Fig. 1: track usage over the die
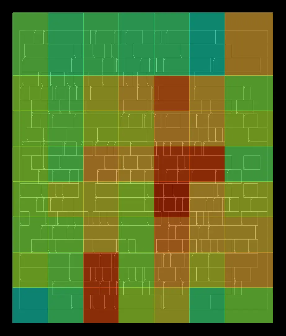
Fig. 2: where the registers sit
Other sequential cells in the stronger grey, the rest of the logic in the fainter grey.
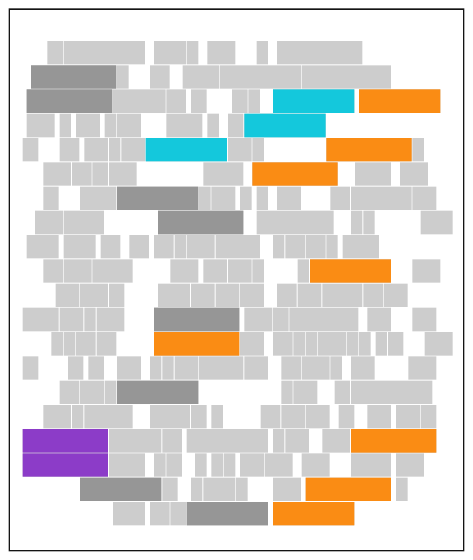
Fig. 3: gate families picked out
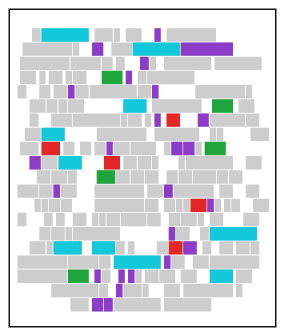
Fig. 4: met3 routing
Bar = 20 um.
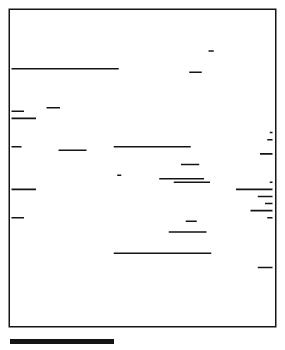
Fig. 5: signal wires on met2
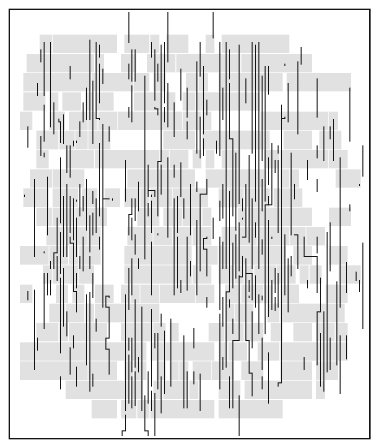
## src/rtl/player_lives.sv

```systemverilog
// ---------------------------------------------------------------------------
// player_lives
//   Round-level game-state tracker, advanced once per 1 Hz tick. Tracks each
//   player's lives and post-hit invulnerability, runs the round countdown and
//   decides the winner. Feeds the HUD renderer and the movement-freeze logic.
//
//   Optional build macro: SUDDEN_DEATH_EN
//     defined   : a timeout with both players alive enters SUDDEN (1 life each,
//                 invulnerability cleared); the first accepted hit decides.
//     undefined : a timeout compares remaining lives (more wins, equal = draw).
//
// Parameters
//   LIVES        starting lives per player (1..3)
//   INVULN_SECS  seconds of immunity after an accepted hit (1..7)
//   ROUND_SECS   round length in seconds (1..255)
//
// Ports
//   clock_1Hz    in   1  game tick; all state updates on its posedge
//   true_reset   in   1  asynchronous, active-high reset
//   round_start  in   1  level, sampled in IDLE to begin the round
//   hitP1/hitP2  in   1  level, player's tile was in an explosion this tick
//   livesP1/P2   out  2  remaining lives
//   invulnP1/P2  out  1  invulnerability timer nonzero
//   time_left    out  8  seconds remaining in the round
//   game_state   out  3  0 IDLE,1 PLAY,2 P1_WIN,3 P2_WIN,4 DRAW,5 SUDDEN
//   freeze       out  1  high in every state except PLAY and SUDDEN
// ---------------------------------------------------------------------------
module player_lives #(
   parameter int unsigned LIVES       = 3,
   parameter int unsigned INVULN_SECS = 2,
   parameter int unsigned ROUND_SECS  = 120
) (
   input  logic       clock_1Hz,
   input  logic       true_reset,
   input  logic       round_start,
   input  logic       hitP1,
   input  logic       hitP2,
   output logic [1:0] livesP1,
   output logic [1:0] livesP2,
   output logic       invulnP1,
   output logic       invulnP2,
   output logic [7:0] time_left,
   output logic [2:0] game_state,
   output logic       freeze
);

   localparam int unsigned LIVES_W = 2;
   localparam int unsigned INV_W   = 3;
   localparam int unsigned TIME_W  = 8;

   typedef enum logic [2:0] {
      S_IDLE   = 3'd0,
      S_PLAY   = 3'd1,
      S_P1_WIN = 3'd2,
      S_P2_WIN = 3'd3,
      S_DRAW   = 3'd4,
      S_SUDDEN = 3'd5
   } state_t;

   state_t               r_state;
   logic [LIVES_W-1:0]   r_lives_p1;
   logic [LIVES_W-1:0]   r_lives_p2;
   logic [INV_W-1:0]     r_inv_p1;
   logic [INV_W-1:0]     r_inv_p2;
   logic [TIME_W-1:0]    r_time;

   state_t               w_state_nxt;
   logic [LIVES_W-1:0]   w_lives_p1_nxt;
   logic [LIVES_W-1:0]   w_lives_p2_nxt;
   logic [INV_W-1:0]     w_inv_p1_nxt;
   logic [INV_W-1:0]     w_inv_p2_nxt;
   logic [TIME_W-1:0]    w_time_nxt;
   logic                 w_active;
   logic                 w_timed;

   // State register
   always_ff @(posedge clock_1Hz or posedge true_reset) begin
      if (true_reset) begin
         r_state <= S_IDLE;
      end else begin
         r_state <= w_state_nxt;
      end
   end

   // Lives, invulnerability and countdown registers
   always_ff @(posedge clock_1Hz or posedge true_reset) begin
      if (true_reset) begin
         r_lives_p1 <= LIVES_W'(LIVES);
         r_lives_p2 <= LIVES_W'(LIVES);
         r_inv_p1   <= '0;
         r_inv_p2   <= '0;
         r_time     <= TIME_W'(ROUND_SECS);
      end else begin
         r_lives_p1 <= w_lives_p1_nxt;
         r_lives_p2 <= w_lives_p2_nxt;
         r_inv_p1   <= w_inv_p1_nxt;
         r_inv_p2   <= w_inv_p2_nxt;
         r_time     <= w_time_nxt;
      end
   end

   // Next-state and datapath update; terminal states simply hold everything
   always_comb begin
      w_state_nxt    = r_state;
      w_lives_p1_nxt = r_lives_p1;
      w_lives_p2_nxt = r_lives_p2;
      w_inv_p1_nxt   = r_inv_p1;
      w_inv_p2_nxt   = r_inv_p2;
      w_time_nxt     = r_time;
      w_active       = (r_state == S_PLAY) || (r_state == S_SUDDEN);
      w_timed        = (r_state == S_PLAY);

      case (r_state)
         S_IDLE: begin
            if (round_start) begin
               w_state_nxt = S_PLAY;
            end
         end

         S_PLAY, S_SUDDEN: begin
            // A running invulnerability timer swallows the hit (not queued)
            if (r_inv_p1 != '0) begin
               w_inv_p1_nxt = r_inv_p1 - INV_W'(1);
            end else if (hitP1 && (r_lives_p1 != '0)) begin
               w_lives_p1_nxt = r_lives_p1 - LIVES_W'(1);
               w_inv_p1_nxt   = INV_W'(INVULN_SECS);
            end

            if (r_inv_p2 != '0) begin
               w_inv_p2_nxt = r_inv_p2 - INV_W'(1);
            end else if (hitP2 && (r_lives_p2 != '0)) begin
               w_lives_p2_nxt = r_lives_p2 - LIVES_W'(1);
               w_inv_p2_nxt   = INV_W'(INVULN_SECS);
            end

            // Countdown saturates at zero; SUDDEN has no timer
            if (w_timed && (r_time != '0)) begin
               w_time_nxt = r_time - TIME_W'(1);
            end

            // Kills are resolved before the timeout
            if ((w_lives_p1_nxt == '0) && (w_lives_p2_nxt == '0)) begin
               w_state_nxt = S_DRAW;
            end else if (w_lives_p1_nxt == '0) begin
               w_state_nxt = S_P2_WIN;
            end else if (w_lives_p2_nxt == '0) begin
               w_state_nxt = S_P1_WIN;
            end else if (w_timed && (w_time_nxt == '0)) begin
`ifdef SUDDEN_DEATH_EN
               w_state_nxt    = S_SUDDEN;
               w_lives_p1_nxt = LIVES_W'(1);
               w_lives_p2_nxt = LIVES_W'(1);
               w_inv_p1_nxt   = '0;
               w_inv_p2_nxt   = '0;
`else
               if (w_lives_p1_nxt > w_lives_p2_nxt) begin
                  w_state_nxt = S_P1_WIN;
               end else if (w_lives_p2_nxt > w_lives_p1_nxt) begin
                  w_state_nxt = S_P2_WIN;
               end else begin
                  w_state_nxt = S_DRAW;
               end
`endif
            end
         end

         default: begin
         end
      endcase
   end

   // Outputs decoded straight from registers
   assign livesP1    = r_lives_p1;
   assign livesP2    = r_lives_p2;
   assign invulnP1   = (r_inv_p1 != '0);
   assign invulnP2   = (r_inv_p2 != '0);
   assign time_left  = r_time;
   assign game_state = r_state;
   assign freeze     = ~((r_state == S_PLAY) || (r_state == S_SUDDEN));

endmodule
```

## config.mk

```make
export PLATFORM = sky130hd
export DESIGN_NAME = player_lives
export DESIGN_NICKNAME = d
export VERILOG_FILES = /design/src/rtl/player_lives.sv
export SDC_FILE = /design/constraint.sdc
export NUM_CORES = 1
export LEC_CHECK = 0
export ABC_CLOCK_PERIOD_IN_PS = 2100
export CORE_ASPECT_RATIO = 1.2
export CORE_UTILIZATION = 47
export DETAILED_ROUTE_END_ITERATION = 12
export PLACE_DENSITY = 0.75
export SETUP_SLACK_MARGIN = 0.2
export SYNTH_ARGS = -nofsm -noshare
export SYNTH_HDL_FRONTEND = slang
export SYNTH_SLANG_ARGS = --single-unit
```

## constraint.sdc

```tcl
create_clock -name clock_1Hz -period 2.1 [get_ports clock_1Hz]
set_input_delay 0.63 -clock clock_1Hz [delete_from_list [all_inputs] [get_ports clock_1Hz]]
set_output_delay 0.63 -clock clock_1Hz [all_outputs]
set_load 0.02 [all_outputs]
```

==> impl_metrics.yaml <==
# implementation run metrics
sta:
  hold_viol_final: 0
  setup_viol: 1
  fin_ws_ns: -0.04072
  finalSetupTns_ns: -0.04072
clocking:
  cts_buffer_depth: 2
  cts_resized: 51
  ctsHoldBuffers: 0
  cts_tree: "yes"
  cts_buffers: 3
flow_run:
  warning_count: 32
grt:
  grt_pass1_wl_um: 4995
  antenna_found_initial: 0
  grt_pass1_vias: 1178
placed_design:
  dp_hpwl_um: 2178
  placed_area_sq_um: 1762
  post-place-ws_ns: -0.3690
critical_path:
  regToRegSetupSlack_ns: -0.04
  critPathBufInv: 0
  path_cells: "or4b_4 -> a211o_1 -> a221oi_4 -> nand4bb_4 -> a21oi_2 -> mux2i_1"
  slowest_stage: "or4b_4"
  cp-startpoint: "game_state[1]"
  arrival_ns: 2.36
floorplan:
  die_area_sq_um: 3075
  io_pins: 23
  chipWidth_um: 50.79
  fp_util_pct: 51.10
run_status:
  violations: "negative setup slack"
  status: "finished, violations left"
synthesis:
  yosysChipArea_sq_um: 1343
  fp_nets: 158
  simple_gate_area_share_pct: 23.30
  synthesis.instances: 143
  syn_area_sq_um: 1343
  ys_warn_count: 0
  ys_sh_xor_pct: 5.219
  edf_count: 0
finish:
  diodes: 0
  register_area_sq_um: 539.3
pwr:
  power.density_nw_per_um2: 320.3
min_path:
  min_path_type: "reg2reg"
detailed_routing:
  wl_met3_um: 125
Notes on Fig. 1 above:
GRT met2 Usage: 41.14%
GR Util met1: 25.16%
Avg WL per Cell: 13.59 um
met3 track demand over resource: 3.008%
GR peak layer: met2

Notes on Fig. 2 above:
Key: `livesP2` = purple [placed flops 2]; `time_left` = orange [placed flops 8]; `r_inv_p1` = cyan [placed flops 3]

Notes on Fig. 3 above:
Key: multiplexers = green [cells 5, most used mux2_2]; AND-OR and OR-AND gates = red [cells 5]; adder and majority cells = cyan [cells 10, most used ha_1]; NAND gates = purple [cells 25, most used nand2_1]
logic share of the area: 46.05%
Top cell excl fill/tap: buf_4
post-route insts no fill: 227

Notes on Fig. 4 above:
The longest straight run is 20.2 um. 25 nets have wire on it. The wires run mostly horizontal. The layer holds 4.1% of the routed length.
final wirelength: 3085 um
Via Count: 1,229

Notes on Fig. 5 above:
189 nets have wire on it. The longest straight run is 39.3 um.

[power breakdown]
group	switching, uW	internal [uW]	total, uW
logic	9.78	8.76	18.5
clock network	121	73.9	195
registers	0	405	405
[worst paths after layout]
path,end,cells past startpoint
worst min register to register,livesP2[0],2
min in group asynchronous,time_left[1],3
worst max-delay path,game_state[2],6
max in group asynchronous,time_left[4],3
worst max register to register,game_state[2],6
worst min-delay path,livesP2[0],2
[routing by layer]
| metal | global-route usage, % | vias up |
|---|---|---|
| met2 | 41.14 | 34 |
| met1 | 25.16 | 591 |
| met3 | 3.008 | 6 |
| li1 | - | 598 |
| met4 | 7.937 | 0 |
| met5 | 0 | - |
[area by class of cell]
cell class | instances | area share [%]
timing repair buffer | 48 | 19.43
multi-input combinational | 105 | 46.05
sequential | 21 | 27.91
tap | 33 | 2.137
inverter | 16 | 3.109
clock buffer | 4 | 1.360
[logic make-up after synthesis]
logic type                 Yosys count
AOI/OAI and AO/OA                   26
xor gates and xnor gates             8
adders and majority gates           10
buffers and inverters               17
DFF                                 21
muxes                                5
and+or+nand+nor                     56
[worst min-delay path: stages, from the launching register on]
cell and delay (ns):
dfstp_2 0.39, inv_2 0.05, xnor2_1 0.07
[Yosys cell counts, types with 2 or more instances]
master	instances	area, sq um
dfrtp_1	13	325.3
xnor2_1	8	70.07
ha_1	10	125.1
o21ai_0	6	30.03
nand4_1	3	18.77
and2_1	3	18.77
nor2b_1	4	25.02
nand2_1	14	52.55
dfstp_2	8	210.2
and4bb_2	2	25.02
inv_1	15	56.30
a31oi_1	5	31.28
mux2_2	4	45.04
a21oi_1	4	20.02
nor2_1	14	52.55
nand3_1	3	15.01
nand2b_1	3	18.77
nor3_1	2	10.01
Power and IR drop assume default switching activity.
